[config.mk]
export PLATFORM = sky130hd
export DESIGN_NAME = aes_inv_sub_bytes_seq
export DESIGN_NICKNAME = d
export VERILOG_FILES = /design/src/rtl/aes_pkg.sv /design/src/rtl/aes_inv_sbox.sv /design/src/rtl/aes_inv_sub_bytes_seq.sv
export SDC_FILE = /design/constraint.sdc
export NUM_CORES = 2
export LEC_CHECK = 0
export CORE_UTILIZATION = 25
export DETAILED_ROUTE_END_ITERATION = 10
export SLEW_MARGIN = 40
export SYNTH_ARGS = -nofsm -noshare
export SYNTH_HDL_FRONTEND = slang
export SYNTH_HIERARCHICAL = 1
export SYNTH_SLANG_ARGS = --single-unit
[constraint.sdc]
create_clock -name clk -period 15.67 [get_ports clk]
set_clock_uncertainty 0.05 [all_clocks]
set_input_delay 3.9175 -clock clk [delete_from_list [all_inputs] [get_ports clk]]
set_output_delay 3.9175 -clock clk [all_outputs]
set_load 0.05 [all_outputs]
[src/rtl/aes_pkg.sv]
// ---------------------------------------------------------------------------
// aes_pkg
// Shared AES definitions for the decryption round datapath.
//   AES_BLOCK_BYTES : bytes per AES state (16)
//   aes_state_t     : 128-bit state, byte 0 in bits [127:120]
//   inv_sb_fsm_e    : control states of the InvSubBytes sequencer
// ---------------------------------------------------------------------------
package aes_pkg;

  localparam int AES_BLOCK_BYTES = 16;

  typedef logic [127:0] aes_state_t;

  typedef enum logic [1:0] {
    IDLE = 2'd0,
    RUN  = 2'd1,
    DONE = 2'd2
  } inv_sb_fsm_e;

endpackage

[src/rtl/aes_inv_sbox.sv]
// ---------------------------------------------------------------------------
// aes_inv_sbox
// Purely combinational AES inverse S-box for one byte.
//   data_i : input byte
//   data_o : InvSubBytes(data_i)
// The byte first goes through the inverse affine transform, and then the
// multiplicative inverse in GF(2^8) is taken. The inverse is x^254, built
// from seven squarings, so that 0 maps to 0 without a special case.
// ---------------------------------------------------------------------------
module aes_inv_sbox (
  input  logic [7:0] data_i,
  output logic [7:0] data_o
);

  // GF(2^8) multiply, reduction polynomial x^8 + x^4 + x^3 + x + 1.
  function automatic logic [7:0] gf_mul(input logic [7:0] a, input logic [7:0] b);
    logic [7:0] p;
    logic [7:0] aa;
    p  = 8'h00;
    aa = a;
    for (int i = 0; i < 8; i++) begin
      if (b[i]) p = p ^ aa;
      aa = {aa[6:0], 1'b0} ^ (aa[7] ? 8'h1b : 8'h00);
    end
    return p;
  endfunction

  // x^254 = product of x^(2^i) for i = 1..7.
  function automatic logic [7:0] gf_inv(input logic [7:0] x);
    logic [7:0] r;
    logic [7:0] p;
    r = 8'h01;
    p = x;
    for (int i = 1; i < 8; i++) begin
      p = gf_mul(p, p);
      r = gf_mul(r, p);
    end
    return r;
  endfunction

  logic [7:0] affine_inv;

  // Inverse affine: rotl1 ^ rotl3 ^ rotl6 ^ 0x05.
  assign affine_inv = {data_i[6:0], data_i[7]}
                    ^ {data_i[4:0], data_i[7:5]}
                    ^ {data_i[1:0], data_i[7:2]}
                    ^ 8'h05;

  assign data_o = gf_inv(affine_inv);

endmodule

[src/rtl/aes_inv_sub_bytes_seq.sv]
// ---------------------------------------------------------------------------
// aes_inv_sub_bytes_seq
// Applies InvSubBytes to a 128-bit AES state using LANES inverse S-boxes,
// substituting LANES bytes per cycle in ascending byte order.
//   clk, rst_n          : clock, asynchronous active-low reset
//   in_valid/in_ready   : input handshake, in_state captured on accept
//   in_state            : state, byte k = in_state[127-8k -: 8]
//   out_valid/out_ready : output handshake for out_state
//   out_state           : substituted state (meaningful while out_valid)
//   busy                : high while a block is in RUN or DONE
//
// Handshake: a transfer happens on a rising edge where valid and ready are
// both high. in_ready is high only in IDLE, out_valid only in DONE; both
// are decodes of the registered state, so neither depends combinationally
// on in_valid or out_ready. out_state is held while out_valid && !out_ready.
// ---------------------------------------------------------------------------
module aes_inv_sub_bytes_seq
  import aes_pkg::*;
#(
  parameter int LANES = 4
) (
  input  logic         clk,
  input  logic         rst_n,
  input  logic         in_valid,
  output logic         in_ready,
  input  logic [127:0] in_state,
  output logic         out_valid,
  input  logic         out_ready,
  output logic [127:0] out_state,
  output logic         busy
);

  if (!(LANES == 1 || LANES == 2 || LANES == 4 || LANES == 8 || LANES == 16)) begin : g_lanes_check
    $error("aes_inv_sub_bytes_seq: LANES must be 1, 2, 4, 8 or 16");
  end

  localparam int NBEATS = AES_BLOCK_BYTES / LANES;
  localparam int BEAT_W = (NBEATS > 1) ? $clog2(NBEATS) : 1;

  inv_sb_fsm_e       state_q, state_d;
  logic [BEAT_W-1:0] beat_q, beat_d;
  aes_state_t        work_q, work_d;

  logic [7:0] lane_in  [LANES];
  logic [7:0] lane_out [LANES];

  // Lane l sees byte beat*LANES+l; every index is a constant after unrolling.
  always_comb begin
    for (int l = 0; l < LANES; l++) begin
      lane_in[l] = 8'h00;
      for (int b = 0; b < NBEATS; b++) begin
        if (beat_q == BEAT_W'(b)) lane_in[l] = work_q[127 - 8*(b*LANES + l) -: 8];
      end
    end
  end

  for (genvar l = 0; l < LANES; l++) begin : g_lane
    aes_inv_sbox u_sbox (
      .data_i (lane_in[l]),
      .data_o (lane_out[l])
    );
  end

  always_comb begin
    state_d = state_q;
    beat_d  = beat_q;
    work_d  = work_q;
    unique case (state_q)
      IDLE: begin
        if (in_valid) begin
          work_d  = in_state;
          beat_d  = '0;
          state_d = RUN;
        end
      end
      RUN: begin
        // Byte k belongs to beat k/LANES and lane k%LANES.
        for (int k = 0; k < AES_BLOCK_BYTES; k++) begin
          if (beat_q == BEAT_W'(k / LANES)) work_d[127 - 8*k -: 8] = lane_out[k % LANES];
        end
        if (beat_q == BEAT_W'(NBEATS - 1)) state_d = DONE;
        else                                beat_d  = beat_q + 1'b1;
      end
      DONE: begin
        // in_valid is deliberately not looked at here: a new block can only
        // be accepted from IDLE, one cycle later.
        if (out_ready) state_d = IDLE;
      end
      default: state_d = IDLE;
    endcase
  end

  always_ff @(posedge clk or negedge rst_n) begin
    if (!rst_n) begin
      state_q <= IDLE;
      beat_q  <= '0;
      work_q  <= '0;
    end else begin
      state_q <= state_d;
      beat_q  <= beat_d;
      work_q  <= work_d;
    end
  end

  assign in_ready  = (state_q == IDLE);
  assign out_valid = (state_q == DONE);
  assign busy      = (state_q == RUN) || (state_q == DONE);
  assign out_state = work_q;

endmodule

==> images/final_congestion.png <==
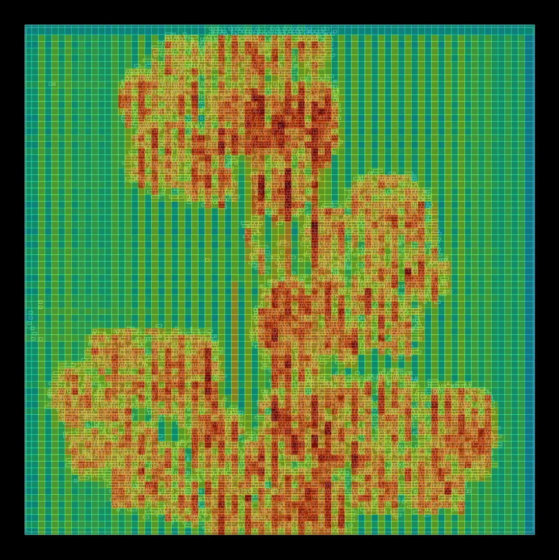
average routed wire per standard cell: 17.6 um
met3 demand-to-capacity share in global routing: 0.636%
grt met1 use: 20.9%
met2 Usage GRT: 27.3%
global-route usage over all layers: 15.9%

==> summary.txt <==
Summary of the current implementation state.

- The flow ran to the end, and the final reports show no timing, DRC or antenna violations.
- The clock root buffer master is sky130_fd_sc_hd__clkbuf_16, for reference.
- The floorplan step set the die width to 528 um.
- The highest attainable clock frequency is 65.9 MHz, for reference.
- Timing analysis after detailed placement gives a worst setup slack of -0.298 ns.
- STA classifies the critical path startpoint as a register.
- STA classifies the critical path endpoint as a register.
- The post-synthesis instance total is 8997, for reference.
- The longest clock path from root to sink contains 3 buffers.
- Summed over all nets, the half-perimeter wirelength after detailed placement is 178000 um.
- In this run the vertical extent of the chip is 528 um.
- The hold-fix buffer count after cts is 0, for reference.
- Looking at the clock tree report, the H-tree level count equals 4.
- The layout cell share with drive strength beyond 1 is 23.3%, for reference.
- According to the finish report, the design has a final net count of 10000.
- The worst path needs 15.18 ns of the cycle, external delays included.
- The final tally of setup violations is 0, for reference.
- Per the synthesis report, the dominant area consumer among library cells is sky130_fd_sc_hd__xnor2_1.
- For this block, the initial DRC count from the detailed router was 5331.
- The first global-routing pass estimated 362000 um of wire.
- Dividing the final minimum period by the clock period gives 96.9%.
- Per the run report, area growth between synthesis and finish was 26.6%.
- Yosys reported that registers with async set or reset make up 100%.
- The total congestion overflow is 0, for reference.
- The chip area estimate from yosys synthesis is 69100 um^2, for reference.
- By area the synthesized netlist is led by sky130_fd_sc_hd__xnor2_1, sky130_fd_sc_hd__xnor3_1, sky130_fd_sc_hd__nor2_1.
- The number of buffers created by CTS is 25, for reference.
- The mapped netlist covers 69100 um^2.
- The initial antenna violation count was 4.
- By count the netlist is led by sky130_fd_sc_hd__xnor2_1, sky130_fd_sc_hd__nor2_1, sky130_fd_sc_hd__nand2_1, sky130_fd_sc_hd__o21ai_0, sky130_fd_sc_hd__a21oi_1.
- The floorplan utilization is 25.2%, for reference.
- The mean number of vias per cell is 4.98, for reference.
- The iteration tally of the first detailed-router pass is 6, for reference.
- The slew at the pin closest to its max-slew limit is 0.934 ns, for reference.
- In this run the core area contains 192 standard-cell rows.
- Among all stages on the critical path, the maximum delay recorded is 0.61 ns.
- The floorplan step defined a core boundary enclosing 274000 um^2.
- The top cell type in the final layout, fill and taps aside, is sky130_fd_sc_hd__xnor2_1.
- Summing all non-filler instances in the final layout gives an area of 87400 um^2.
- In this design, the critical path's most frequently occurring cell is sky130_fd_sc_hd__xnor3_1.
- The final wirelength is 238000 um, for reference.
- The number of failing hold endpoints at the final stage is 0, for reference.
- The clock-pin slew on the worst setup and hold paths is 0.07 ns, for reference.
- Nets still carrying antenna violations after routing amount to 0.
- The number of cells in Yosys stat is 8997, for reference.
- The logs give a warning total of 34.
- The commonest register cell is sky130_fd_sc_hd__dfrtp_1.
- The number of distinct library cells after synthesis is 105, for reference.
- The worst setup path is of the reg -> reg kind.
- The I/O pin total is 263, for reference.
- The critical path maximum fanout is 26.
- In the Yosys report, the sequential cells make up 4.78% of the chip area.
- Summing over every cut layer, the via total after detailed routing is 67300.
- The worst-case max-slew headroom was logged as 37.3%.
- On the final layout, the worst hold slack is 0.490 ns.
- The reg2reg setup slack is 0.49 ns, for reference.
- After layout, the worst setup slack is 0.487 ns.
- The net count after synthesis is 9164, for reference.
- The via count of the first global-routing pass is 62300, for reference.
- By instance count after routing, the leading logic cell types are sky130_fd_sc_hd__xnor2_1, sky130_fd_sc_hd__nor2_1, sky130_fd_sc_hd__buf_4.
- Across the run, the number of max-cap violations was 0.
- The cell area after placement is 82200 um^2, for reference.
- The number of remaining DRC errors is 0, for reference.
- The average instance in the mapped netlist occupies 7.68 um^2.
- The most instantiated library cell after synthesis is sky130_fd_sc_hd__xnor2_1, for reference.
- The classification of the worst-slack hold path is reg -> reg, for reference.
- The last weighted congestion value of the routability-driven placer is 0.917, for reference.
- The critical-path cell with the highest stage delay is sky130_fd_sc_hd__xnor3_1, for reference.
- The total of buffers placed on input and output ports is 262, for reference.
- The number of enable flip-flop cells is 0, for reference.
- The full die area is 278000 um^2, for reference.
- The pin count of the biggest net entering global routing is 101, for reference.
==> images/clock_map.png <==
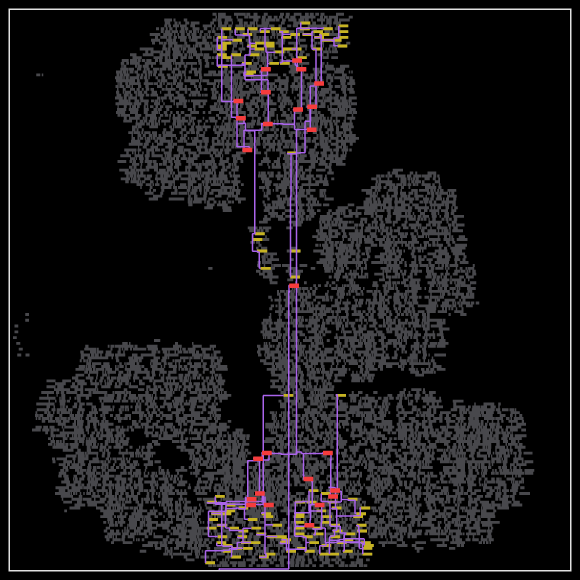
[purple] clock wires | length: 3810 um
[red] cells driving clock nets | count: 25
[yellow] flip-flops | count: 132
routed clock nets	26
worst-skew pair later-pin latency: 0.54 ns

## final cells by class
type                            instances  area, um^2
Clock buffer                           30         694
Sequential cell                       132        3310
Fill cell                           28900      187000
Timing Repair Buffer                 1462       12200
Antenna cell                            4        10.0
Clock inverter                          1        30.0
Inverter                              255         957
Multi-Input combinational cell       7966       65600
Tap cell                             3686        4610
## metal layers
metal / GRT usage (%) / wire length (um) / vias to the layer above
li1: - / - / 32900
met1: 20.9 / 102000 / 32300
met2: 27.3 / 115000 / 1916
met3: 0.636 / 9850 / 321
met4: 6.63 / 10600 / 0
met5: 0 / 0 / -
## sequential cells by signal (all words and copies together), names as in the netlist
name and flops:
beat_q 2, state_q 2, out_state 128
## stage by stage
step	instances	setup TNS [ns]	util, %
2_1_floorplan	8997	0	-
3_3_place_gp	13300	-4.15	29.9
3_5_place_dp	13300	-6.04	30.0
4_1_cts	13400	0	30.4
5_1_grt	13500	-6.93	31.9
6_report	13500	0	31.9
## worst paths after layout
kind | startpoint | to | cells past startpoint
max in group asynchronous | rst_n | out_state[81]$_DFFE_PN0P_ | 3
hold / removal | out_state[44]$_DFFE_PN0P_ | out_state[44]$_DFFE_PN0P_ | 1
min in group asynchronous | rst_n | out_state[124]$_DFFE_PN0P_ | 1
setup reg to reg | beat_q[1]$_DFFE_PN0P_ | out_state[13]$_DFFE_PN0P_ | 59
setup / recovery | beat_q[1]$_DFFE_PN0P_ | out_state[13]$_DFFE_PN0P_ | 59
hold reg to reg | out_state[44]$_DFFE_PN0P_ | out_state[44]$_DFFE_PN0P_ | 1
## what timing repair did
| item | CTS | global route |
|---|---|---|
| setup buffers | 8 | 158 |
| setup endpoints to repair | 107 | 128 |
| pin swaps | 6 | 187 |
| cloned | 0 | 4 |
| gates resized | 34 | 509 |
## critical path: cells and delay by family (launching register included)
family	cells	cell delay [ns]
XOR/XNOR	27	8.66
AND-OR/OR-AND	12	2.09
buffers and inverters	9	1.84
AND/OR/NAND/NOR	8	1.23
flip-flops	1	0.47
multiplexers	2	0.37
adder cells (fa/ha/maj)	1	0.24
## logic make-up after synthesis
family / Yosys count / synth area share [%]
buffers and inverters: 901 / 5.62
AOI/OAI and AO/OA: 1857 / 17.6
muxes: 469 / 7.81
xor gates and xnor gates: 2508 / 43.5
DFF: 132 / 4.78
and+or+nand+nor: 3087 / 20.0
adders and majority gates: 43 / 0.750
